==> run_1/gates.png <==
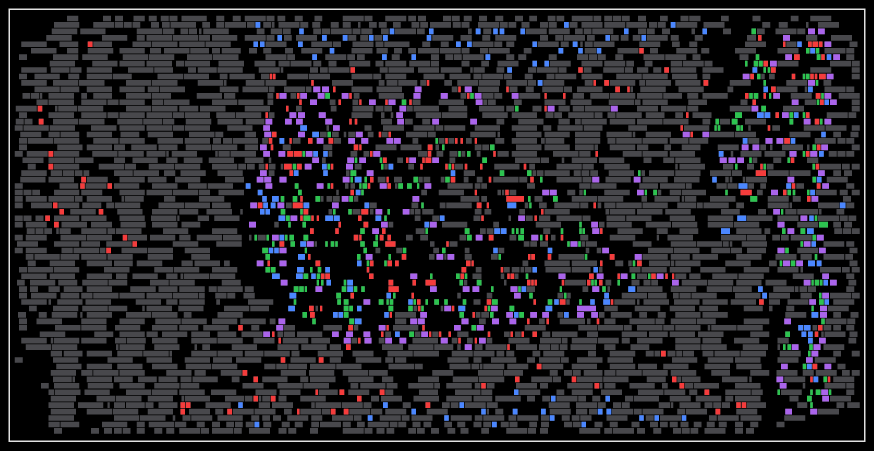
==> run_1/ff_map.png <==
The bar under the picture is 100 um long. Other sequential cells in the stronger grey, the rest of the logic in the fainter grey.
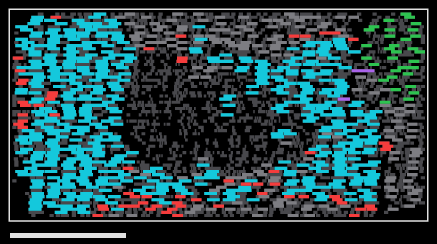
==> run_1/class_map.png <==
The bar under the picture is 100 um long.
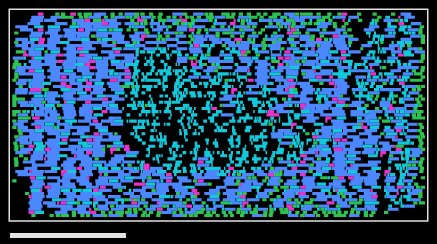
**src/rtl/branch_resolution_unit_pkg.sv**
```systemverilog
// Shared types and constants for the branch resolution unit.
// Data bus width, FSM encodings and default queue depth.
package branch_resolution_unit_pkg;

  localparam int DataBusBits = 64;
  localparam int BRU_DEPTH   = 4;

  typedef enum logic {
    BRU_RUN   = 1'b0,
    BRU_FLUSH = 1'b1
  } bru_state_e;

  typedef struct packed {
    logic [DataBusBits-1:0] pc;
    logic [DataBusBits-1:0] pred;
  } bru_entry_t;

endpackage

```
**src/rtl/branch_resolution_unit_adder.sv**
```systemverilog
// Plain combinational adder, wraps modulo 2^W.
// Used for the sequential PC+4 path.
module adder #(
  parameter int W = 64
) (
  input  logic [W-1:0] a_i,
  input  logic [W-1:0] b_i,
  output logic [W-1:0] sum_o
);

  assign sum_o = a_i + b_i;

endmodule

```
**src/rtl/branch_resolution_unit_pred_queue.sv**
```systemverilog
// In-order in-flight queue of fetched PC/prediction pairs.
// Wrap-bit pointers; clear has priority over push/pop.
module pred_queue
  import branch_resolution_unit_pkg::*;
#(
  parameter int DEPTH = BRU_DEPTH
) (
  input  logic       clk,
  input  logic       rst_n,
  input  logic       push_i,
  input  logic       pop_i,
  input  logic       clear_i,
  input  bru_entry_t din_i,
  output logic       full_o,
  output logic       empty_o,
  output bru_entry_t head_o
);

  localparam int AW = $clog2(DEPTH);

  bru_entry_t mem_q [DEPTH];
  logic [AW:0] wr_q, wr_d;
  logic [AW:0] rd_q, rd_d;

  assign full_o  = (wr_q[AW-1:0] == rd_q[AW-1:0]) &
                   (wr_q[AW] != rd_q[AW]);
  assign empty_o = (wr_q == rd_q);
  assign head_o  = mem_q[rd_q[AW-1:0]];

  // next pointer values
  always_comb begin
    wr_d = wr_q;
    rd_d = rd_q;
    if (clear_i) begin
      wr_d = '0;
      rd_d = '0;
    end else begin
      if (push_i) wr_d = wr_q + 1'b1;
      if (pop_i)  rd_d = rd_q + 1'b1;
    end
  end

  // pointer registers
  always_ff @(posedge clk or negedge rst_n) begin
    if (!rst_n) begin
      wr_q <= '0;
      rd_q <= '0;
    end else begin
      wr_q <= wr_d;
      rd_q <= rd_d;
    end
  end

  // entry storage, no reset needed
  always_ff @(posedge clk) begin
    if (push_i && !clear_i) mem_q[wr_q[AW-1:0]] <= din_i;
  end

endmodule

```
**src/rtl/branch_resolution_unit.sv**
```systemverilog
// Resolves predicted next-PCs at execute, trains the predictor,
// and raises a one-cycle flush with redirect on mispredict.
module branch_resolution_unit
  import branch_resolution_unit_pkg::*;
#(
  parameter int DEPTH = BRU_DEPTH,
  parameter int CNT_W = 32
) (
  input  logic                   clk,
  input  logic                   reset,
  input  logic                   fetch_valid,
  input  logic [DataBusBits-1:0] fetch_PC,
  input  logic [DataBusBits-1:0] fetch_PCPrediction,
  output logic                   fetch_ready,
  input  logic                   ex_valid,
  input  logic                   ex_isCF,
  input  logic                   ex_taken,
  input  logic [DataBusBits-1:0] ex_target,
  output logic                   we,
  output logic [DataBusBits-1:0] PCUpdate,
  output logic [DataBusBits-1:0] targetUpdate,
  output logic                   takenUpdate,
  output logic                   flush,
  output logic [DataBusBits-1:0] redirectPC,
  output logic [CNT_W-1:0]       branchCount,
  output logic [CNT_W-1:0]       mispredictCount,
  output logic                   protocol_error
);

  bru_state_e state_q, state_d;

  logic       q_full, q_empty;
  logic       push, pop, clear;
  bru_entry_t head, din;

  logic [DataBusBits-1:0] pc_plus4;
  logic [DataBusBits-1:0] actual_next;
  logic                   run, resolve, mispredict;

  logic                   we_q, we_d;
  logic [DataBusBits-1:0] pcu_q, pcu_d;
  logic [DataBusBits-1:0] tgt_q, tgt_d;
  logic                   tkn_q, tkn_d;
  logic                   flush_q, flush_d;
  logic [DataBusBits-1:0] redir_q, redir_d;
  logic [CNT_W-1:0]       bcnt_q, bcnt_d;
  logic [CNT_W-1:0]       mcnt_q, mcnt_d;
  logic                   perr_q, perr_d;

  assign din.pc   = fetch_PC;
  assign din.pred = fetch_PCPrediction;

  pred_queue #(
    .DEPTH (DEPTH)
  ) u_q (
    .clk     (clk),
    .rst_n   (reset),
    .push_i  (push),
    .pop_i   (pop),
    .clear_i (clear),
    .din_i   (din),
    .full_o  (q_full),
    .empty_o (q_empty),
    .head_o  (head)
  );

  adder #(
    .W (DataBusBits)
  ) u_pc4 (
    .a_i   (head.pc),
    .b_i   (DataBusBits'(4)),
    .sum_o (pc_plus4)
  );

  assign run         = (state_q == BRU_RUN);
  assign resolve     = run & ex_valid & ~q_empty;
  assign actual_next = (ex_isCF & ex_taken) ? ex_target : pc_plus4;
  assign mispredict  = (actual_next != head.pred);
  assign fetch_ready = ~q_full & run;

  // a full queue still takes a push when a good pop frees the slot
  assign push  = fetch_valid & run &
                 (~q_full | (resolve & ~mispredict));
  assign pop   = resolve;
  assign clear = resolve & mispredict;

  // next state, training, flush and statistics
  always_comb begin
    state_d = state_q;
    we_d    = 1'b0;
    pcu_d   = '0;
    tgt_d   = '0;
    tkn_d   = 1'b0;
    flush_d = 1'b0;
    redir_d = '0;
    bcnt_d  = bcnt_q;
    mcnt_d  = mcnt_q;
    perr_d  = perr_q;
    unique case (state_q)
      BRU_RUN: begin
        if (ex_valid && q_empty) perr_d = 1'b1;
        if (resolve) begin
          we_d  = ex_isCF;
          pcu_d = head.pc;
          tgt_d = ex_target;
          tkn_d = ex_taken;
          if (ex_isCF && bcnt_q != '1)
            bcnt_d = bcnt_q + 1'b1;
          if (mispredict) begin
            state_d = BRU_FLUSH;
            flush_d = 1'b1;
            redir_d = actual_next;
            if (mcnt_q != '1)
              mcnt_d = mcnt_q + 1'b1;
          end
        end
      end
      BRU_FLUSH: state_d = BRU_RUN;
      default:   state_d = BRU_RUN;
    endcase
  end

  // state and output registers
  always_ff @(posedge clk or negedge reset) begin
    if (!reset) begin
      state_q <= BRU_RUN;
      we_q    <= 1'b0;
      pcu_q   <= '0;
      tgt_q   <= '0;
      tkn_q   <= 1'b0;
      flush_q <= 1'b0;
      redir_q <= '0;
      bcnt_q  <= '0;
      mcnt_q  <= '0;
      perr_q  <= 1'b0;
    end else begin
      state_q <= state_d;
      we_q    <= we_d;
      pcu_q   <= pcu_d;
      tgt_q   <= tgt_d;
      tkn_q   <= tkn_d;
      flush_q <= flush_d;
      redir_q <= redir_d;
      bcnt_q  <= bcnt_d;
      mcnt_q  <= mcnt_d;
      perr_q  <= perr_d;
    end
  end

  assign we              = we_q;
  assign PCUpdate        = pcu_q;
  assign targetUpdate    = tgt_q;
  assign takenUpdate     = tkn_q;
  assign flush           = flush_q;
  assign redirectPC      = redir_q;
  assign branchCount     = bcnt_q;
  assign mispredictCount = mcnt_q;
  assign protocol_error  = perr_q;

endmodule

```
**config.mk**
```make
export PLATFORM = sky130hd
export DESIGN_NAME = branch_resolution_unit
export DESIGN_NICKNAME = d
export VERILOG_FILES = /design/src/rtl/branch_resolution_unit_pkg.sv /design/src/rtl/branch_resolution_unit_adder.sv /design/src/rtl/branch_resolution_unit_pred_queue.sv /design/src/rtl/branch_resolution_unit.sv
export SDC_FILE = /design/constraint.sdc
export NUM_CORES = 1
export LEC_CHECK = 0
export CAP_MARGIN = 20
export CELL_PAD_IN_SITES_DETAIL_PLACEMENT = 0
export CELL_PAD_IN_SITES_GLOBAL_PLACEMENT = 1
export CORE_ASPECT_RATIO = 0.5
export CORE_MARGIN = 1.5
export CORE_UTILIZATION = 51
export CTS_BUF_LIST = sky130_fd_sc_hd__clkbuf_8
export DETAILED_ROUTE_END_ITERATION = 10
export PLACE_DENSITY_LB_ADDON = 0.1
export SLEW_MARGIN = 25
export SYNTH_ARGS = -nofsm -noshare
export SYNTH_HDL_FRONTEND = slang
export SYNTH_SLANG_ARGS = --single-unit
```
**constraint.sdc**
```tcl
create_clock -name clk -period 32.5 [get_ports clk]
set_clock_uncertainty 0.2 [all_clocks]
set_input_delay 3.25 -clock clk [delete_from_list [all_inputs] [get_ports clk]]
set_output_delay 3.25 -clock clk [all_outputs]
set_load 0.005 [all_outputs]
```
==> results.toml, run 1 <==
# implementation run metrics
[setup_path]
rr_endpoint = "u_q.mem_q[0][17]"
cp_max_fo = 72
crit_path_end_kind = "flip-flop"
worst-setup-path-type = "in2reg"
crit_arrival_ns = 11.36
cp-startpoint = "ex_isCF"
reg2reg_depth = 18

[min_path]
hp-class = "reg2reg"
hold_path.startpoint = "mispredictCount[16]"
min_to = "mispredictCount[16]"

[grt]
antenna_found_initial = 6
gr-total-overflow = 0
grt_start_max_net_pins = 103
grt_pass1_vias = 20400

[yosys]
top_area_cell = "edfxtp_1"
yosys_most_used_dff = "edfxtp_1"
ys.warnings.count = 0
yosys_area_um2 = 32600
avgSynthCellArea_um2 = 15.4
top_cell = "edfxtp_1"
syn_nets = 2327
synth_area_um2 = 32600
ys_ff = 778
synth.distinct_cells = 79

[final_timing]
setup-tns-final_ns = 0
setup_viol = 0
period_minus_slack_ns = 11.23
rsz0062_at_grt = "false"
slew_viol_final = 0
max_slew_margin_pct = 26.0

[die]
fp.dieH_um = 182
die_area_um2 = 65500
row_count = 65
fp.dieW_um = 360
ios = 459

[placed_design]
numPortBuffers = 458
place_congestion = 0.981
place_inst = 3346

[clocking]
post-cts-setup-buffers = 0
cts_buffer_depth = 3
cts.sinks = 778
cts_inserted_buffers = 106
cts_resized = 0
htreeDepth = 3
cts_tree = "yes"

[layout]
nets = 2823
inv_count = 24
ff_count = 778
logic_gate_count = 1221
final_cell_area_um2 = 40100
diodes = 3
instances_no_fill = 3549
largest_cell_class = "flip-flops and latches"
combGateArea_um2 = 10000
nonClkBufAreaFrac_pct = 12.0

[run]
warning_count = 32

[detailed_routing]
drt_iter0_markers = 2558
ant_nets = 0

[pwr]
leakagePower_nw = 14.4
power_density_nw_per_um2 = 66.8

[outcome]
status = "complete, no violations"
About gates.png:
blue -> and/or cells  # cells 169, most used and2_1, where all over the die
green -> nand cells  # cells 238, most used nand2_1
red -> nor cells  # cells 278, most used nor2_1
purple -> xor and xnor cells  # cells 207, most used xnor2_1

About ff_map.png:
green -> mispredictCount  # placed flops 32, where top right
purple -> u_q.rd_q  # placed flops 3
red -> PCUpdate  # placed flops 64, where all over the die
cyan -> u_q.mem_q  # placed flops 512, where all over the die
sequential share of cell area: 54.9%
final core occ: 63.6%

About class_map.png:
magenta -> clock drivers and dummy loads  # cells 200
blue -> registers  # cells 778
cyan -> remaining logic cells  # cells 1,245
green -> remaining buffers and delay cells  # cells 486

[run 1: routing by layer]
metal	part of all wire (%)	wire length [um]	GRT usage, %	vias up
met3	8.1	7810	6.26	147
met4	2.0	1870	6.85	4
met1	43	41200	43.0	10600
met2	47	44900	45.3	934
met5	0.022	21	0	-
li1	-	-	-	9048
[run 1: critical path, stage by stage]
cell and delay, ns:
clkdlybuf4s50_1 0.48, nand2_4 0.44, buf_4 0.61, buf_4 0.53, o22ai_1 0.14, a311o_1 0.37, nor4_1 0.29, nand4_1 0.14
or4_1 0.53, or4_4 0.50, nor4_4 0.32, buf_4 0.42, nand2b_2 0.21, buf_4 0.69, and3_4 0.55, buf_4 0.71
buf_4 0.84
[run 1: per-stage QoR]
| step | hold WS, ns | power [mW] | utilization, % | setup WS [ns] |
|---|---|---|---|---|
| floorplan | 0.266 | 1.61 | - | 19.73 |
| global placement | 0.274 | 1.95 | 60.2 | 20.72 |
| detailed placement | 0.275 | 1.96 | 60.2 | 20.64 |
| CTS | 0.288 | 2.69 | 63.5 | 21.39 |
| global route | 0.310 | 2.79 | 63.5 | 20.92 |
| finish | 0.286 | 2.68 | 63.6 | 21.27 |
[run 1: cells in the final DEF, fill, tap and decap left out, types with 5 or more instances in the layout]
master           synthesis  final
or2_2                    5      5
mux2i_1                 23     23
xor2_1                  73     73
and2_1                  86     85
and4_1                  19     19
clkinv_1                 1      6
clkdlybuf4s50_1          0    457
nand2_1                114    113
inv_1                   23     68
ha_1                     8      8
nor3b_1                  7      6
or3_1                   11     11
mux2_2                  11     11
mux4_2                 123    123
buf_4                    6     28
o21ai_0                 18     18
a31oi_1                 11     11
and3_1                  33     30
nor2b_1                 64     63
a21oi_1                 16     16
xnor2_1                133    133
nand2b_1                 8      7
clkbuf_8                 0    128
nor4_1                  29     29
nand3b_1                 5      5
a211oi_1                52     52
nand4_1                 51     51
edfxtp_1               512    512
dfrtp_1                266    264
or4_1                    9      9
nor3_1                  49     49
nor2_1                 120    120
nand3_1                 58     58
clkinv_2                 0     13
[run 1: registers in the layout, indices dropped and copies added, names as in the netlist]
| register | count |
|---|---|
| u_q.wr_q | 3 |
| mispredictCount | 32 |
| PCUpdate | 64 |
| branchCount | 32 |
| u_q.rd_q | 3 |
| protocol_error | 1 |
| targetUpdate | 64 |
| redirectPC | 64 |
| takenUpdate | 1 |
| u_q.mem_q | 512 |
| we | 1 |
| flush | 1 |
[run 1: cell families (layout without fill, tap and decap cells)]
group / count (synthesis) / count (layout) / share of synthesized area [%]
mux: 157 / 157 / 9.59
flops: 778 / 778 / 67.6
xor+xnor: 207 / 207 / 5.61
simple gates: 685 / 685 / 11.4
buf+inv: 122 / 710 / 1.82
compound gates: 164 / 164 / 3.67
fa+ha+maj: 8 / 8 / 0.307
other cells: 0 / 3 / 0
[run 1: where the power goes]
group          leakage (nW)  switching [mW]  internal [mW]
clock                  1.27           0.368          0.368
combinational          4.92           0.386          0.270
sequential             8.26          0.0471           1.24
==> run_1/clock_wires.png <==
The bar under the picture is 100 um long.
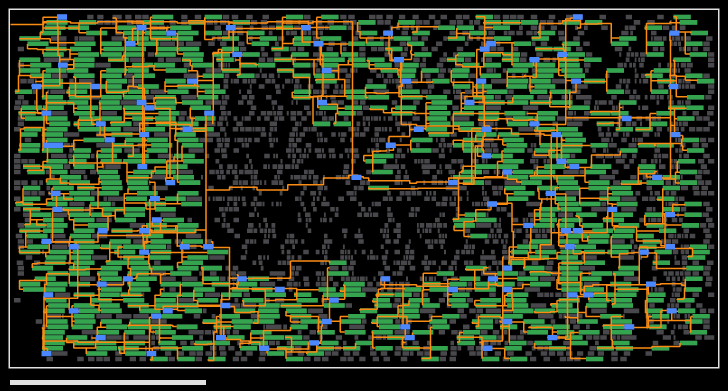

==> inputs of run 2 (changes only) <==
--- a/config.mk
+++ b/config.mk
@@ -10,7 +10,7 @@
 export CELL_PAD_IN_SITES_GLOBAL_PLACEMENT = 1
 export CORE_ASPECT_RATIO = 0.5
 export CORE_MARGIN = 1.5
-export CORE_UTILIZATION = 51
+export CORE_UTILIZATION = 47
 export CTS_BUF_LIST = sky130_fd_sc_hd__clkbuf_8
 export DETAILED_ROUTE_END_ITERATION = 10
 export PLACE_DENSITY_LB_ADDON = 0.1
==> constraint.sdc (replaced) <==
create_clock -name clk -period 10.65 [get_ports clk]
set_clock_uncertainty 0.2 [all_clocks]
set_input_delay 1.065 -clock clk [delete_from_list [all_inputs] [get_ports clk]]
set_output_delay 1.065 -clock clk [all_outputs]
set_load 0.005 [all_outputs]
==> run_2/clock_wires.png <==
The bar under the picture is 100 um long.
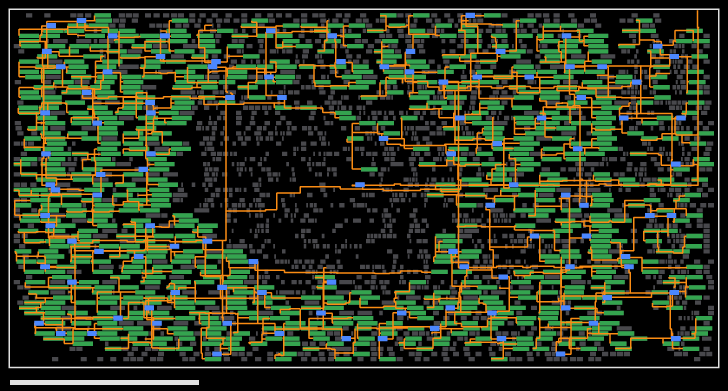
blue -> clock-net drivers  # count 105
green -> flip-flops  # count 778
orange -> clock wires  # length 9,940 um
flops lie = all over the die

==> run_2/gates.png <==
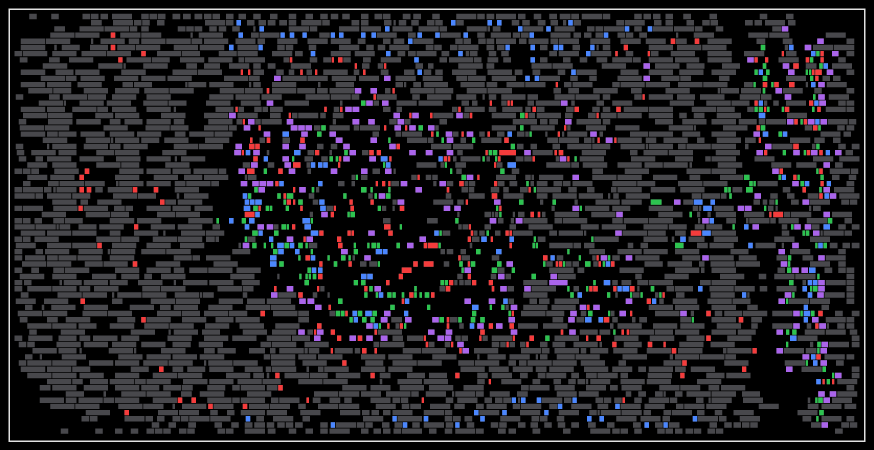
green -> nand cells  # cells 238, most used nand2_1
blue -> and/or cells  # cells 169, most used and2_1, where all over the die
red -> nor cells  # cells 278, most used nor2_1, where all over the die
purple -> xor and xnor cells  # cells 207, most used xnor2_1

==> run_2/class_map.png <==
The bar under the picture is 100 um long.
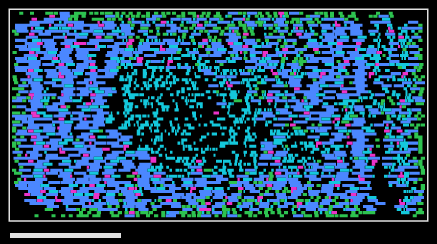
cyan -> remaining logic cells  # cells 1,245
blue -> registers  # cells 778
green -> remaining buffers and delay cells  # cells 486
magenta -> clock drivers and dummy loads  # cells 200
Placeable Area: 68,700 um^2
# rows: 68

==> results.toml, run 2 <==
# implementation run metrics
[outcome]
status = "complete, no violations"

[grt]
antenna_found_initial = 12
grt_start_max_net_pins = 129
grt_pass1_vias = 20400

[placed_design]
place_congestion = 0.974
numPortBuffers = 458
dp_slack_ns = 2.62

[pwr]
leakagePower_nw = 14.4
power_density_nw_per_um2 = 203

[detailed_routing]
ant_nets = 0
highest_layer = "met5"
wl_met2_um = 45500
met3_length_um = 8810
drt_iter0_markers = 2182
routedWlPerCell_um = 27.6

[yosys]
top_cell = "edfxtp_1"
syn_inst = 2121
ys_ff = 778
synth_area_um2 = 32600
top_area_cell = "edfxtp_1"
top_cells_by_count = "edfxtp_1 (512), dfrtp_1 (266), xnor2_1 (133)"
yosys_most_used_dff = "edfxtp_1"
syn_nets = 2327
avgSynthCellArea_um2 = 15.4
ys_cells = 2121
ys.warnings.count = 0
synth.distinct_cells = 79
top_area_share_pct = 47.2

[clocking]
cts_inserted_buffers = 105
cts_buffer_depth = 3
post-cts-setup-buffers = 0
cts.sinks = 778
cts_resized = 0
cts_tree = "yes"
htreeDepth = 3

[setup_path]
critPathSlowestCell = "nor4_2"
cp_max_fo = 43
crit_buf_inv = 2
worst-setup-path-type = "reg2reg"
max_stage_delay_ns = 0.95
cp_top_family = "simple AND/OR/NAND/NOR gates"
cp.required_ns = 10.93
worstPathCellList = "mux4_2, ha_1, nand2_1, o2bb2ai_1, nand3_1, nor4_2, nand3_1, xor2_1, xnor2_1, nor4_1, a41oi_1, nor4_4, buf_4, nand2b_4, and3_4, buf_12"
crit_path_end_kind = "flip-flop"
crit_path_frequent_cell = "nand3_1"

[layout]
flop_area_um2 = 22000
final_cell_area_um2 = 40200
combGateArea_um2 = 10000
final_cell_mix = "edfxtp_1 (512), clkdlybuf4s50_1 (457), dfrtp_1 (264)"
nets = 2822
mostFrequentLayoutCell = "edfxtp_1"
largest_reg_flops = 512

[die]
ios = 459
die_area_um2 = 71000
fp.dieH_um = 189
fp.dieW_um = 375

[min_path]
hp-class = "in2async"

[run]
warning_count = 35
drv_cap = 0

[final_timing]
slew_viol_final = 0
setup_viol = 0
rsz0062_at_grt = "false"
period_minus_slack_ns = 8.26
max_slew_margin_pct = 27.4
setup_ws_ns = 2.39
setup-tns-final_ns = 0
run 2: cell counts after synthesis:
No cell type changed its count.
run 2: area by class of cell:
class	count	share of cell area (%)
inverter	24	0.224
clock inverter	87	1.11
tap	910	2.83
antenna	8	0.0498
clock buffer	113	3.87
timing repair buffer	486	12.2
sequential	778	54.8
multi-input combinational	1221	24.9
run 2: cell families after synthesis:
kind of cell    Yosys count  share of synthesized area (%)
buf+inv                 122                           1.82
flops                   778                           67.6
mux                     157                           9.59
xor+xnor                207                           5.61
simple gates            685                           11.4
compound gates          164                           3.67
fa+ha+maj                 8                          0.307
run 2: power breakdown:
group	internal [mW]	total (mW)	switching, mW
combinational	0.846	2.04	1.19
clock	1.04	2.19	1.16
sequential	3.78	3.93	0.147
run 2: worst paths after layout:
check	startpoint	to	slack, ns	cells after the start
min in group clk	protocol_error	protocol_error	0.28	1
worst min-delay path	reset	PCUpdate[14]	0.06	1
max in group asynchronous	reset	PCUpdate[48]	8.87	2
worst max-delay path	u_q.rd_q[1]	u_q.mem_q[0][16]	2.39	16
worst max register to register	u_q.rd_q[1]	u_q.mem_q[0][16]	2.39	16
worst min register to register	protocol_error	protocol_error	0.28	1
run 2: layer usage:
| layer | vias up | GRT usage [%] |
|---|---|---|
| met5 | - | 0 |
| met4 | 2 | 6.87 |
| met3 | 122 | 8.45 |
| met2 | 803 | 42.1 |
| met1 | 10700 | 41.3 |
| li1 | 9066 | - |
run 2: worst reg2reg max path, stage by stage (launching register included):
cell,delay (ns)
dfrtp_4,0.94
mux4_2,0.49
ha_1,0.23
nand2_1,0.09
o2bb2ai_1,0.57
nand3_1,0.53
nor4_2,0.96
nand3_1,0.19
xor2_1,0.26
xnor2_1,0.15
nor4_1,0.51
a41oi_1,0.38
nor4_4,0.35
buf_4,0.41
nand2b_4,0.48
and3_4,0.78
buf_12,0.37
run 2: stage by stage:
step	power (mW)	hold slack, ns	std cells	util (%)
6_report	8.16	0.0606	3627	58.5
5_1_grt	8.51	0.0752	3621	58.5
4_1_cts	8.22	0.0245	3619	58.5
3_5_place_dp	6.02	0.265	3419	55.5
3_3_place_gp	6.01	0.259	3419	55.5
2_1_floorplan	4.91	0.266	2121	-
==> run_2/ff_map.png <==
The bar under the picture is 100 um long. Other sequential cells in the stronger grey, the rest of the logic in the fainter grey.
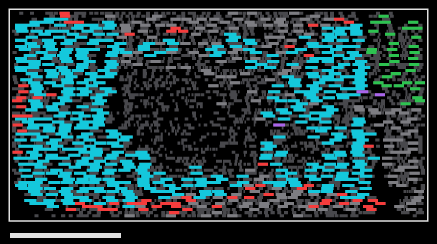

==> inputs of run 3 (changes only) <==
--- a/config.mk
+++ b/config.mk
@@ -10,7 +10,7 @@
 export CELL_PAD_IN_SITES_GLOBAL_PLACEMENT = 1
 export CORE_ASPECT_RATIO = 0.5
 export CORE_MARGIN = 1.5
-export CORE_UTILIZATION = 47
+export CORE_UTILIZATION = 43
 export CTS_BUF_LIST = sky130_fd_sc_hd__clkbuf_8
 export DETAILED_ROUTE_END_ITERATION = 10
 export PLACE_DENSITY_LB_ADDON = 0.1
==> constraint.sdc (replaced) <==
create_clock -name clk -period 6.8 [get_ports clk]
set_clock_uncertainty 0.2 [all_clocks]
set_input_delay 0.68 -clock clk [delete_from_list [all_inputs] [get_ports clk]]
set_output_delay 0.68 -clock clk [all_outputs]
set_load 0.005 [all_outputs]
==> run_3/ff_map.png <==
The bar under the picture is 100 um long. Other sequential cells in the stronger grey, the rest of the logic in the fainter grey.
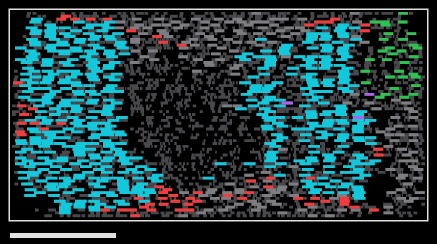
purple -> u_q.rd_q  # placed flops 3
cyan -> u_q.mem_q  # placed flops 512, where all over the die
red -> PCUpdate  # placed flops 64, where all over the die
green -> mispredictCount  # placed flops 32, where top right

==> run_3/clock_wires.png <==
The bar under the picture is 100 um long.
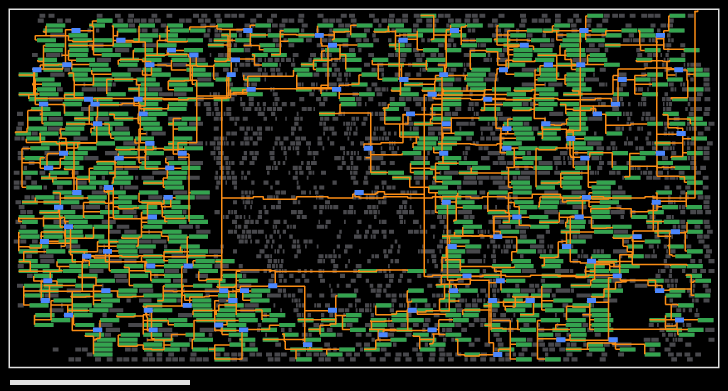
green -> flip-flops  # count 778
orange -> clock wires  # length 10,300 um
blue -> clock-net drivers  # count 107
routed clock nets = 108
Late-Pin Clk Latency: 0.80 ns
clock share of power: 28.1%

==> results.toml, run 3 <==
# implementation run metrics
[die]
coreArea_um2 = 75100
ios = 459
row_count = 71
fp.dieH_um = 198
fp.dieW_um = 392
die_area_um2 = 77500

[clocking]
cts_buffer_depth = 3
htreeDepth = 3
cts.sinks = 778
cts_resized = 0
path_clk_slew_ns = 0.07
cts_tree = "yes"
cts_inserted_buffers = 107
post-cts-setup-buffers = 0

[setup_path]
worst-setup-path-type = "reg2reg"
crit_path_end_kind = "flip-flop"
cp_max_fo = 21
cp.required_ns = 7.08
crit_arrival_ns = 6.78

[yosys]
yosys_area_um2 = 32600
top_cells_by_count = "edfxtp_1 (512), dfrtp_1 (266), xnor2_1 (133)"
top_area_share_pct = 47.2
synth_area_um2 = 32600
top_cell = "edfxtp_1"
synth_seq_share_pct = 67.6
syn_nets = 2327
avgSynthCellArea_um2 = 15.4
top_area_cell = "edfxtp_1"
synth.distinct_cells = 79
syn_inst = 2121
ys_cells = 2121
top_cells_by_area = "edfxtp_1 (47%), dfrtp_1 (20%), mux4_2 (8.5%)"
ys_ff = 778

[grt]
grt_pass1_vias = 21200
antenna_found_initial = 8
gr-total-overflow = 0
grt_start_max_net_pins = 102

[detailed_routing]
ant_nets = 0
drt_iter0_markers = 2152
vias = 21100
routedWlPerCell_um = 28.0

[placed_design]
place_congestion = 0.959
place_inst = 3623
numPortBuffers = 458
place_area_um2 = 39300

[layout]
largest_reg_flops = 512
final_cell_mix = "edfxtp_1 (512), clkdlybuf4s50_1 (457), dfrtp_1 (264)"
final_util_pct = 55.4
flop_area_um2 = 22000
final_cell_area_um2 = 41600
combGateArea_um2 = 10000

[pwr]
peakVddDrop_mv = 0.185
leakagePower_nw = 15.1

[outcome]
status = "complete, no violations"

[final_timing]
fin_hold_ws_ns = 0.272
setup_viol = 0
slew_viol_final = 0
period_minus_slack_ns = 6.50
setup-tns-final_ns = 0
max_slew_margin_pct = 36.7

[run]
drv_cap = 0
warning_count = 32

[min_path]
hp-class = "in2async"
==> run_3/gates.png <==
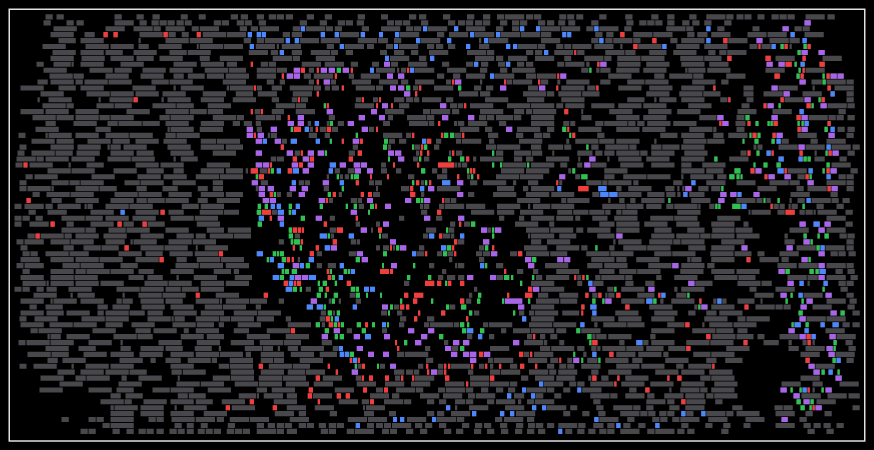
green -> nand cells  # cells 238, most used nand2_1
blue -> and/or cells  # cells 169, most used and2_1, where all over the die
purple -> xor and xnor cells  # cells 207, most used xnor2_1, where all over the die
red -> nor cells  # cells 278, most used nor2_1
final std cells w/o fill: 3,833
dominant logic cell type in the layout: edfxtp_1
fraction of area in multi-input gates: 24.1%

==> run 3: cell count changes in the layout (fill, tap and decap cells not counted), sizes merged <==
cell         before  now
buf              29  121
clkinv           35   22
clkbuf          113  119
inv              74   80
bufinv            2    7
diode             8    5
dlygate4sd3       0    1
==> run 3: cells by family (layout without fill, tap and decap cells) <==
logic type / after synthesis / after routing / synth area share, %
other: 0 / 5 / 0
multiplexers: 157 / 157 / 9.59
XOR/XNOR: 207 / 207 / 5.61
AND/OR/NAND/NOR: 685 / 685 / 11.4
adder cells (fa/ha/maj): 8 / 8 / 0.307
flip-flops: 778 / 778 / 67.6
buffers and inverters: 122 / 807 / 1.82
AND-OR/OR-AND: 164 / 164 / 3.67
==> run 3: path summary, 6_finish.rpt <==
path / startpoint / endpoint / slack, ns / depth (start not counted)
max: u_q.rd_q[0] / u_q.mem_q[3][61] / 0.30 / 15
min: reset / branchCount[7] / 0.27 / 2
max reg2reg: u_q.rd_q[0] / u_q.mem_q[3][61] / 0.30 / 15
min reg2reg: mispredictCount[13] / mispredictCount[13] / 0.28 / 1
max in group asynchronous: reset / targetUpdate[44] / 4.84 / 3
min in group clk: mispredictCount[13] / mispredictCount[13] / 0.28 / 1
==> run 3: metrics by stage <==
step | power [mW] | worst slack, ns
final | 13.3 | 0.304
after detailed placement | 9.67 | 0.324
after CTS | 13.4 | 0.264
after floorplan | 7.65 | 0.0212
after global placement | 9.65 | 0.382
after global routing | 13.9 | 0.0175
==> run 3: metal layers <==
layer  track usage, %  routed length [um]  up-vias  part of all wire [%]
met5                0                  13        -                 0.012
met4             6.80                2100        2                   2.0
met3             8.62                9360      141                   8.7
met2             41.9               48800      810                    46
met1             39.4               46900    10900                    44
li1                 -                   -     9250                     -
==> run 3: worst max-delay path, stage by stage (launching register included) <==
cell	delay, ns
dfrtp_4	0.73
buf_12	0.25
mux4_2	0.65
and4_1	0.45
and2_1	0.45
a211oi_1	0.60
xor2_1	0.35
o221ai_1	0.20
a2111oi_0	0.40
o2111ai_1	0.20
or4_4	0.48
nor4_4	0.25
nand2b_2	0.27
nor2b_4	0.21
buf_12	0.21
buf_12	0.21
==> run 3: final cells by class <==
cell class	instances	area share [%]
Antenna cell	5	0.0301
Clock buffer	119	3.94
Clock inverter	85	1.39
Inverter	24	0.217
Multi-Input combinational cell	1221	24.1
Sequential cell	778	53.0
Tap cell	1022	3.08
Timing Repair Buffer	579	14.2
==> run 3: power by group <==
group	switching (mW)	total [mW]	leakage, nW	internal (mW)
clock	1.85	3.74	1.33	1.89
sequential	0.230	6.14	8.26	5.91
combinational	1.97	3.45	5.50	1.48
total	4.05	13.3	15.1	9.28

## Gallery

Routing congestion map.
Plate I
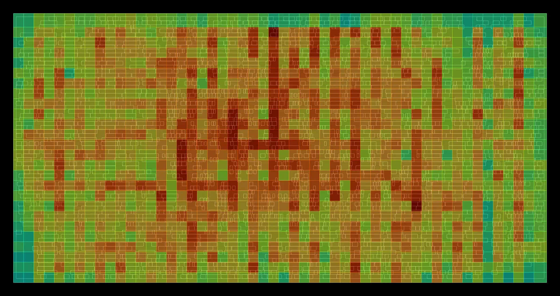
Plate II
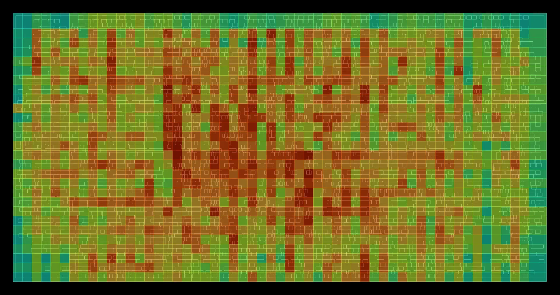
For run 3, see Plate II.
For run 1, see Plate I.

Power is estimated from default activity; no workload was simulated.
